[src/rtl/exc_sched_pkg.sv]
// ----------------------------------------------------------------------------
// exc_sched_pkg
// Constants shared by the exception scheduler and the CP0 register block:
// exception cause codes, Status register bit positions and the scheduler
// FSM state encoding.
// ----------------------------------------------------------------------------
package exc_sched_pkg;

  // Exception codes written to CP0 Cause.ExcCode
  localparam logic [4:0] CAUSE_INT = 5'h00;
  localparam logic [4:0] CAUSE_SYS = 5'h08;
  localparam logic [4:0] CAUSE_BP  = 5'h09;
  localparam logic [4:0] CAUSE_TR  = 5'h0D;

  // Status register bit positions
  localparam int ST_IE       = 0;
  localparam int ST_SYS_EN   = 8;
  localparam int ST_BRK_EN   = 9;
  localparam int ST_TEQ_EN   = 10;
  localparam int ST_IRQ_BASE = 11;
  localparam int NUM_IRQ     = 4;

  typedef enum logic [1:0] {
    S_IDLE  = 2'd0,
    S_EXC   = 2'd1,
    S_RET   = 2'd2,
    S_DRAIN = 2'd3
  } exc_state_e;

  // Per-line interrupt enables extracted from Status
  function automatic logic [NUM_IRQ-1:0] irq_enables(input logic [31:0] status);
    return status[ST_IRQ_BASE +: NUM_IRQ];
  endfunction

  // Synchronous exception enables, ordered {teq, brk, syscall}
  function automatic logic [2:0] sync_enables(input logic [31:0] status);
    return {status[ST_TEQ_EN], status[ST_BRK_EN], status[ST_SYS_EN]};
  endfunction

endpackage

[src/rtl/exc_sched_prio.sv]
// ----------------------------------------------------------------------------
// exc_prio_enc
// Combinational enable gating and fixed-priority selection of the request
// to service. Priority: teq > brk > syscall > irq[3] > irq[2] > irq[1] > irq[0].
//
// Ports
//   instr_valid_i   retiring instruction valid (qualifies every request)
//   syscall_i       syscall flag of retiring instruction
//   brk_i           break flag of retiring instruction
//   teq_i           trap flag of retiring instruction
//   sync_en_i[2:0]  enables {teq, brk, syscall}
//   ie_i            global interrupt enable
//   irq_en_i[3:0]   per-line interrupt enables
//   irq_pend_i[3:0] recorded interrupt requests
//   sync_req_o      an enabled synchronous exception is present
//   irq_req_o       an enabled pending interrupt can be taken this cycle
//   req_any_o       sync_req_o | irq_req_o
//   cause_o[4:0]    cause code of the winning request
//   irq_take_o[3:0] one-hot of the highest-priority takeable interrupt
// ----------------------------------------------------------------------------
module exc_prio_enc
  import exc_sched_pkg::*;
(
  input  logic               instr_valid_i,
  input  logic               syscall_i,
  input  logic               brk_i,
  input  logic               teq_i,
  input  logic [2:0]         sync_en_i,
  input  logic               ie_i,
  input  logic [NUM_IRQ-1:0] irq_en_i,
  input  logic [NUM_IRQ-1:0] irq_pend_i,
  output logic               sync_req_o,
  output logic               irq_req_o,
  output logic               req_any_o,
  output logic [4:0]         cause_o,
  output logic [NUM_IRQ-1:0] irq_take_o
);

  logic [2:0]         sync_vec;
  logic [NUM_IRQ-1:0] irq_vec;

  // Interrupts are only accepted on a retiring instruction so that the
  // saved EPC always names a real instruction.
  assign sync_vec   = {teq_i, brk_i, syscall_i} & sync_en_i & {3{instr_valid_i}};
  assign irq_vec    = irq_pend_i & irq_en_i & {NUM_IRQ{ie_i & instr_valid_i}};
  assign sync_req_o = |sync_vec;
  assign irq_req_o  = |irq_vec;
  assign req_any_o  = sync_req_o | irq_req_o;

  always_comb begin
    irq_take_o = '0;
    // Ascending scan so the highest-numbered line wins.
    for (int i = 0; i < NUM_IRQ; i++) begin
      if (irq_vec[i]) begin
        irq_take_o    = '0;
        irq_take_o[i] = 1'b1;
      end
    end
  end

  always_comb begin
    cause_o = CAUSE_INT;
    if (sync_vec[2]) begin
      cause_o = CAUSE_TR;
    end else if (sync_vec[1]) begin
      cause_o = CAUSE_BP;
    end else if (sync_vec[0]) begin
      cause_o = CAUSE_SYS;
    end
  end

endmodule

[src/rtl/exc_sched.sv]
// ----------------------------------------------------------------------------
// exc_sched
// Exception / interrupt / eret scheduler. Decides at instruction retire
// whether to take an exception or return, pulses CP0, then holds the pipeline
// frozen for DRAIN_CYCLES before requesting a PC redirect.
//
// state | meaning
// ------+------------------------------------------------------------
// IDLE  | normal retire; decision made combinationally on retire
// EXC   | one-cycle exception pulse to CP0 with cause/epc
// RET   | one-cycle eret pulse to CP0
// DRAIN | pipeline flush; counts DRAIN_CYCLES..1, redirect on the last
//
// Ports
//   clk, rst_n       clock, async active-low reset
//   instr_valid      retiring instruction valid
//   pc[31:0]         retiring instruction address
//   syscall/brk/teq  synchronous exception flags
//   eret_in          retiring instruction is eret
//   irq[3:0]         level interrupt lines
//   status[31:0]     live CP0 Status
//   exception        pulse: take exception
//   cause[4:0]       exception code, valid with exception
//   epc[31:0]        PC to save, valid with exception
//   eret             pulse: return from exception
//   stall            freeze fetch/retire
//   redirect         pulse: load PC from CP0 exc_addr
// ----------------------------------------------------------------------------
module exc_sched
  import exc_sched_pkg::*;
#(
  parameter int unsigned DRAIN_CYCLES = 2
) (
  input  logic        clk,
  input  logic        rst_n,
  input  logic        instr_valid,
  input  logic [31:0] pc,
  input  logic        syscall,
  input  logic        brk,
  input  logic        teq,
  input  logic        eret_in,
  input  logic [3:0]  irq,
  input  logic [31:0] status,
  output logic        exception,
  output logic [4:0]  cause,
  output logic [31:0] epc,
  output logic        eret,
  output logic        stall,
  output logic        redirect
);

  localparam logic [2:0] DRAIN_LOAD = 3'(DRAIN_CYCLES);

  exc_state_e         state_q, state_d;
  logic [2:0]         cnt_q, cnt_d;
  logic [NUM_IRQ-1:0] irq_q;
  logic [NUM_IRQ-1:0] irq_pend_q, irq_pend_d;
  logic [31:0]        epc_q, epc_d;
  logic [4:0]         cause_q, cause_d;

  logic               sync_req;
  logic               irq_req;
  logic               req_any;
  logic [4:0]         enc_cause;
  logic [NUM_IRQ-1:0] irq_take;
  logic [NUM_IRQ-1:0] irq_clr;
  logic [NUM_IRQ-1:0] irq_en;
  logic [NUM_IRQ-1:0] irq_rise;
  logic               status_unused;

  assign status_unused = ^{status[31:ST_IRQ_BASE+NUM_IRQ], status[ST_SYS_EN-1:1]};

  assign irq_en   = irq_enables(status);
  assign irq_rise = irq & ~irq_q;

  exc_prio_enc u_prio (
    .instr_valid_i (instr_valid),
    .syscall_i     (syscall),
    .brk_i         (brk),
    .teq_i         (teq),
    .sync_en_i     (sync_enables(status)),
    .ie_i          (status[ST_IE]),
    .irq_en_i      (irq_en),
    .irq_pend_i    (irq_pend_q),
    .sync_req_o    (sync_req),
    .irq_req_o     (irq_req),
    .req_any_o     (req_any),
    .cause_o       (enc_cause),
    .irq_take_o    (irq_take)
  );

  // A new edge re-arms a line even if that line is being taken this cycle;
  // losing the enable discards the request outright.
  assign irq_pend_d = ((irq_pend_q & ~irq_clr) | irq_rise) & irq_en;

  always_comb begin
    state_d   = state_q;
    cnt_d     = cnt_q;
    epc_d     = epc_q;
    cause_d   = cause_q;
    irq_clr   = '0;
    exception = 1'b0;
    eret      = 1'b0;
    stall     = 1'b0;
    redirect  = 1'b0;

    unique case (state_q)
      S_IDLE: begin
        // Decisions are gated by rst_n so the Mealy stall stays low while
        // reset is held, whatever the retire inputs do.
        if (rst_n) begin
          if (sync_req) begin
            state_d = S_EXC;
            epc_d   = pc;
            cause_d = enc_cause;
            stall   = 1'b1;
          end else if (instr_valid && eret_in) begin
            state_d = S_RET;
            stall   = 1'b1;
          end else if (req_any) begin
            state_d = S_EXC;
            epc_d   = pc;
            cause_d = enc_cause;
            irq_clr = irq_take;
            stall   = 1'b1;
          end
        end
      end
      S_EXC: begin
        exception = 1'b1;
        stall     = 1'b1;
        cnt_d     = DRAIN_LOAD;
        state_d   = S_DRAIN;
      end
      S_RET: begin
        eret    = 1'b1;
        stall   = 1'b1;
        cnt_d   = DRAIN_LOAD;
        state_d = S_DRAIN;
      end
      S_DRAIN: begin
        stall = 1'b1;
        cnt_d = cnt_q - 3'd1;
        if (cnt_q == 3'd1) begin
          redirect = 1'b1;
          state_d  = S_IDLE;
        end
      end
      default: begin
        state_d = S_IDLE;
      end
    endcase
  end

  always_ff @(posedge clk or negedge rst_n) begin
    if (!rst_n) begin
      state_q    <= S_IDLE;
      cnt_q      <= '0;
      irq_q      <= '0;
      irq_pend_q <= '0;
      epc_q      <= '0;
      cause_q    <= '0;
    end else begin
      state_q    <= state_d;
      cnt_q      <= cnt_d;
      irq_q      <= irq;
      irq_pend_q <= irq_pend_d;
      epc_q      <= epc_d;
      cause_q    <= cause_d;
    end
  end

  assign cause = cause_q;
  assign epc   = epc_q;

endmodule

[config.mk]
export PLATFORM = sky130hd
export DESIGN_NAME = exc_sched
export DESIGN_NICKNAME = d
export VERILOG_FILES = /design/src/rtl/exc_sched_pkg.sv /design/src/rtl/exc_sched_prio.sv /design/src/rtl/exc_sched.sv
export SDC_FILE = /design/constraint.sdc
export NUM_CORES = 1
export LEC_CHECK = 0
export ABC_AREA = 0
export CELL_PAD_IN_SITES_DETAIL_PLACEMENT = 0
export CELL_PAD_IN_SITES_GLOBAL_PLACEMENT = 1
export CORE_MARGIN = 2
export CORE_UTILIZATION = 30
export DETAILED_ROUTE_END_ITERATION = 10
export MAX_ROUTING_LAYER = met4
export PLACE_DENSITY = 0.8
export SLEW_MARGIN = 15
export SYNTH_ARGS = -nofsm -noshare
export SYNTH_HDL_FRONTEND = slang
export SYNTH_SLANG_ARGS = --single-unit
export TNS_END_PERCENT = 20
[constraint.sdc]
create_clock -name clk -period 2.05 [get_ports clk]
set_input_delay 0.41 -clock clk [delete_from_list [all_inputs] [get_ports clk]]
set_output_delay 0.41 -clock clk [all_outputs]
set_load 0.1 [all_outputs]
==> impl_metrics.json <==
{
  "pre_cts_ws_ns": -0.319,
  "commonest_flop": "dfrtp_1",
  "synth_top_cell_by_area": "dfrtp_1",
  "hp-class": "in -> async",
  "largest_register_ffs": 32,
  "layout-drive-gt1-share_pct": 43.8,
  "clk_pin_slew_worst_paths_ns": 0.09,
  "clock_sinks": 48,
  "fin_skew_ns": 0.00702,
  "setup.worst_path.start": "status[11]",
  "cp_slowest_cell": "o31a_2",
  "postLayoutSetupSlackWorst_ns": 0.0803,
  "nMultiInputCombCells": 98,
  "finalHoldViolations": 0,
  "maximum_number_of_pins_on_one_net_before_global_route_repair": 34,
  "cp_num_cells": 5,
  "run_status": "completed",
  "ys_sh_xor_pct": 0,
  "rrSetupSlack_ns": 0.18,
  "nNetsFinal": 363,
  "worst_flop_to_flop_path_endpoint": "epc[24]",
  "number_of_cell_instances_after_yosys_synthesis": 159,
  "yosys.area_share.adder_pct": 3.38,
  "crit_fanout": 3,
  "layout.non_clock_inverters": 7
}
Figure 1. Logic cells by family.
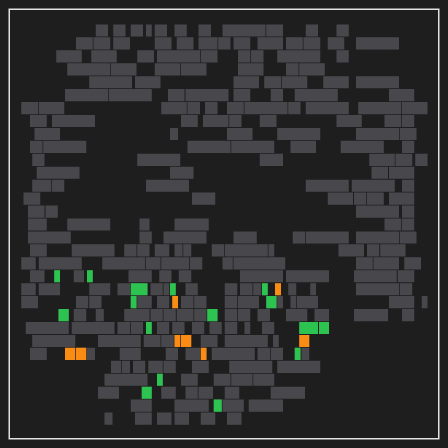
Key: orange = NOR gates [cells 8]; green = NAND gates [cells 16]
final cell count without fillers: 382
fraction of standard cell area in multi-input logic: 27.6%

Figure 2. Sequential cells colored by netlist name.
The bar under the picture is 20 um long. Other sequential cells in the stronger gray, the rest of the logic in the fainter gray.
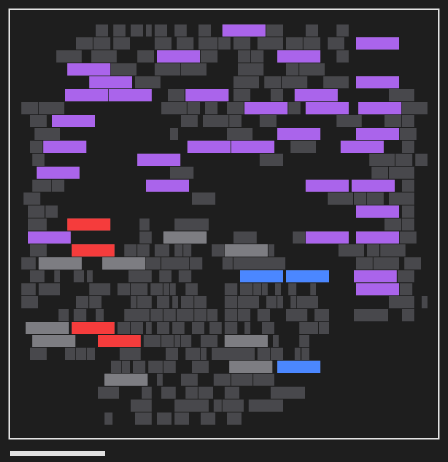
Key: purple = `epc` [sequential cells 32]; red = `irq_pend_q` [sequential cells 4]; blue = `cnt_q` [sequential cells 3]
core occupancy in the finished layout: 49.0%
share of the final layout cell area in sequential cells: 34.0%
Sequential Area: 1200 um2

Figure 3. Cells colored by class.
The bar under the picture is 20 um long.
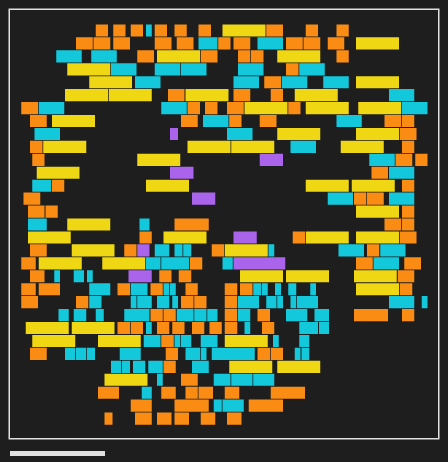
Key: cyan = all other logic [cells 105, share of their area 29%]; yellow = flip-flops [cells 48, share of their area 35%]; orange = other buffers and delay cells [cells 122, share of their area 32%]; purple = clock drivers and dummy loads [cells 8, share of their area 3.3%]
standard-cell rows: 31
core region area: 7210 um2
area of all placed cells without fillers: 3530 um2

Figure 4. Track usage over the die.
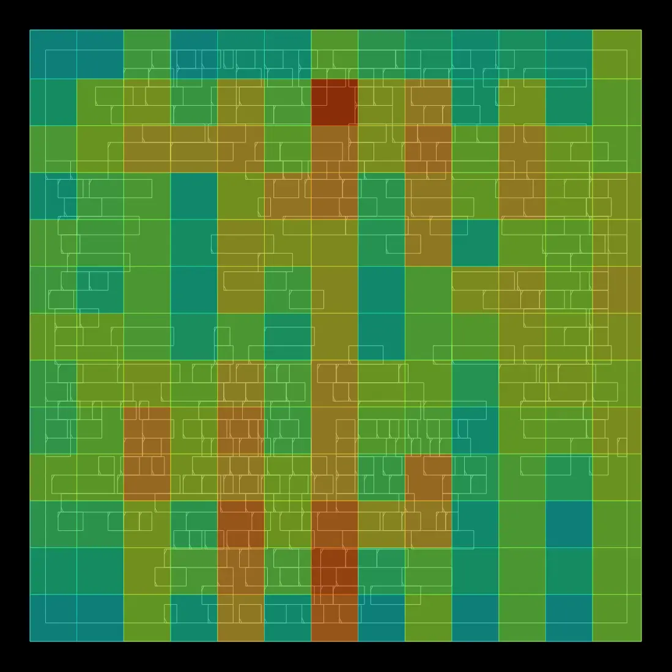
total routing usage reported by global routing: 13.0%
met3 track utilization from global routing: 3.52%
met1 layer usage reported by global route: 16.2%
detail-routed net length per standard cell: 13.1 um
layer carrying the most global-route usage: met2

